Design jtcop_objdma, sky130hd; sources not shown.
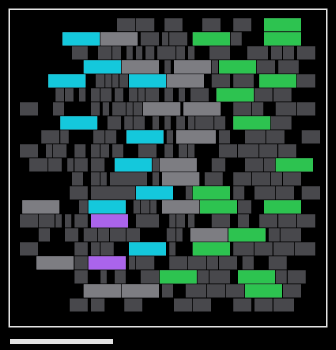
ff_map.png
Scale bar: 20 µm. Other sequential cells in the stronger gray, the rest of the logic in the fainter gray.
- cyan: src_addr (placed flops 10)
- green: dout_hold (placed flops 16)
- purple: state (placed flops 2)
Seq/total area: 36.8%
Seq. pwr: 0.000612 W
Util after Layout: 69.6%
Flop area: 862 µm²

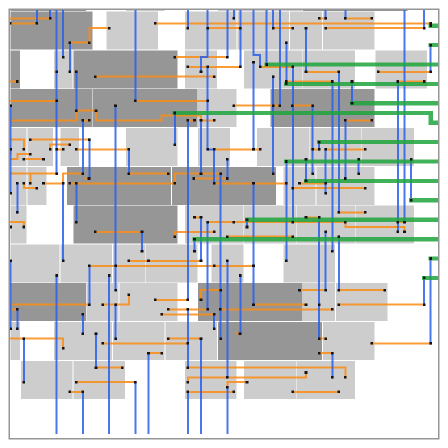
closeup.png
Region (31, 0) to (61, 30) µm. Cells in gray, sequential cells in the stronger gray; small squares are vias.
- blue: M2
- green: M3
- orange: M1
- sequential cells in the window: 11
- most frequent: clkdlybuf4s50_1 (23), dfxtp_1 (11)
- cells with their middle in the window: 58

==> run summary <==
impl run done, here's what came out: Hold/Removal Path Class reg -> reg, syn avg cell area 9.89 µm², Switch Pwr 0.000265 W, Cells after Synth 171, PortBufs 58, Tap Count 46, Top delay family on crit path flip-flops, share of cells above drive strength 1 11.7%, CP Data Required Time 2.30 ns, Comb. pwr 0.000166 W, CP max stage delay 0.58 ns, met2 routed WL 1.62 mm, H-tree levels 2, Dominant comb cell simple AND/OR/NAND/NOR gates, Setup Slack @ Placement 0.473 ns, switching share of power 25.5%, power after layout 0.00104 W, chip area 0.00376 mm², diodes inserted 0, TritonCTS clock tree built, Chip Area, Yosys 0.00169 mm², Yosys warnings 0, clk_lat worst skew 0.35 ns, TritonRoute pass-1 iters 4, Comb gates 115, Min Clock Period, post-route 2.56 ns, vias post-DR 1428, final WL 3.39 mm, met1 Use GR 21.2%, sequential power share 58.9%, Flop Count 43, RSZ-0062 raised after global routing no, Via density 5.17, Crit-path slowest cell dfxtp_2, Max Root-Sink Buffers 2, Mapped Nets 192, part of the power in the clock network 25.2%, combinational group share of total power 15.9%, Combinational Area 762 µm², largest net degree at the start of global routing 19, vias in the first global route 1230, WP depth 2, total CTS buffers 5, IO Pins 59, setup TNS 0 ns, top cells, area dfxtp_1 51%, mux2_2 11%, and2_1 5.9%, Worst Path Max Fanout 17, critical setup path kind reg -> out, cycle use final 85.4%, Slew @ Worst Pin 0.796 ns, Comb/total area 32.5%, Internal 0.000774 W, setup ws final 0.437 ns, initial antenna violation count 0, FP Core Util 50.3%, R2R Setup Slk 1.25 ns, Max-area cell share 50.9%, area of the mapped netlist 0.00169 mm², Detail Route Antenna Nets 0, Post-CTS Setup Inserts 0, Fillers 273, status finished clean, die x size 61.3 µm, CP Buf/Inv Count 1, max FFs per register 16, hold_ws 0.360 ns, most common logic cells in the final layout 58 x clkdlybuf4s50_1, 42 x dfxtp_1, 25 x nand2_1, bufs w/o clock 60, Setup crit end kind output port, dpl cells 268, maxcap violations 0, Tool Warnings 26, Max Fclk 390 MHz, Non-clock buffering overhead 25.4%, EDFF count, synth 0, synthesized-area fraction occupied by xor and xnor cells 1.04%, FP Rows 21, Pleak 0.898 nW, hold buffer count at cts 0, initial DRC count 59, Non-Filler Instances 276, mux contribution to synthesized area 10.7%, Cell Chain, Critical Path mux2_2 > clkdlybuf4s50_1, nets 250, max-slew headroom at the worst pin 46.9%, count leader, synth dfxtp_1, P_clk 0.000262 W, Clock Sinks 43, yosys cell count 171, grt total ovfl 0
Power and IR drop assume default switching activity.
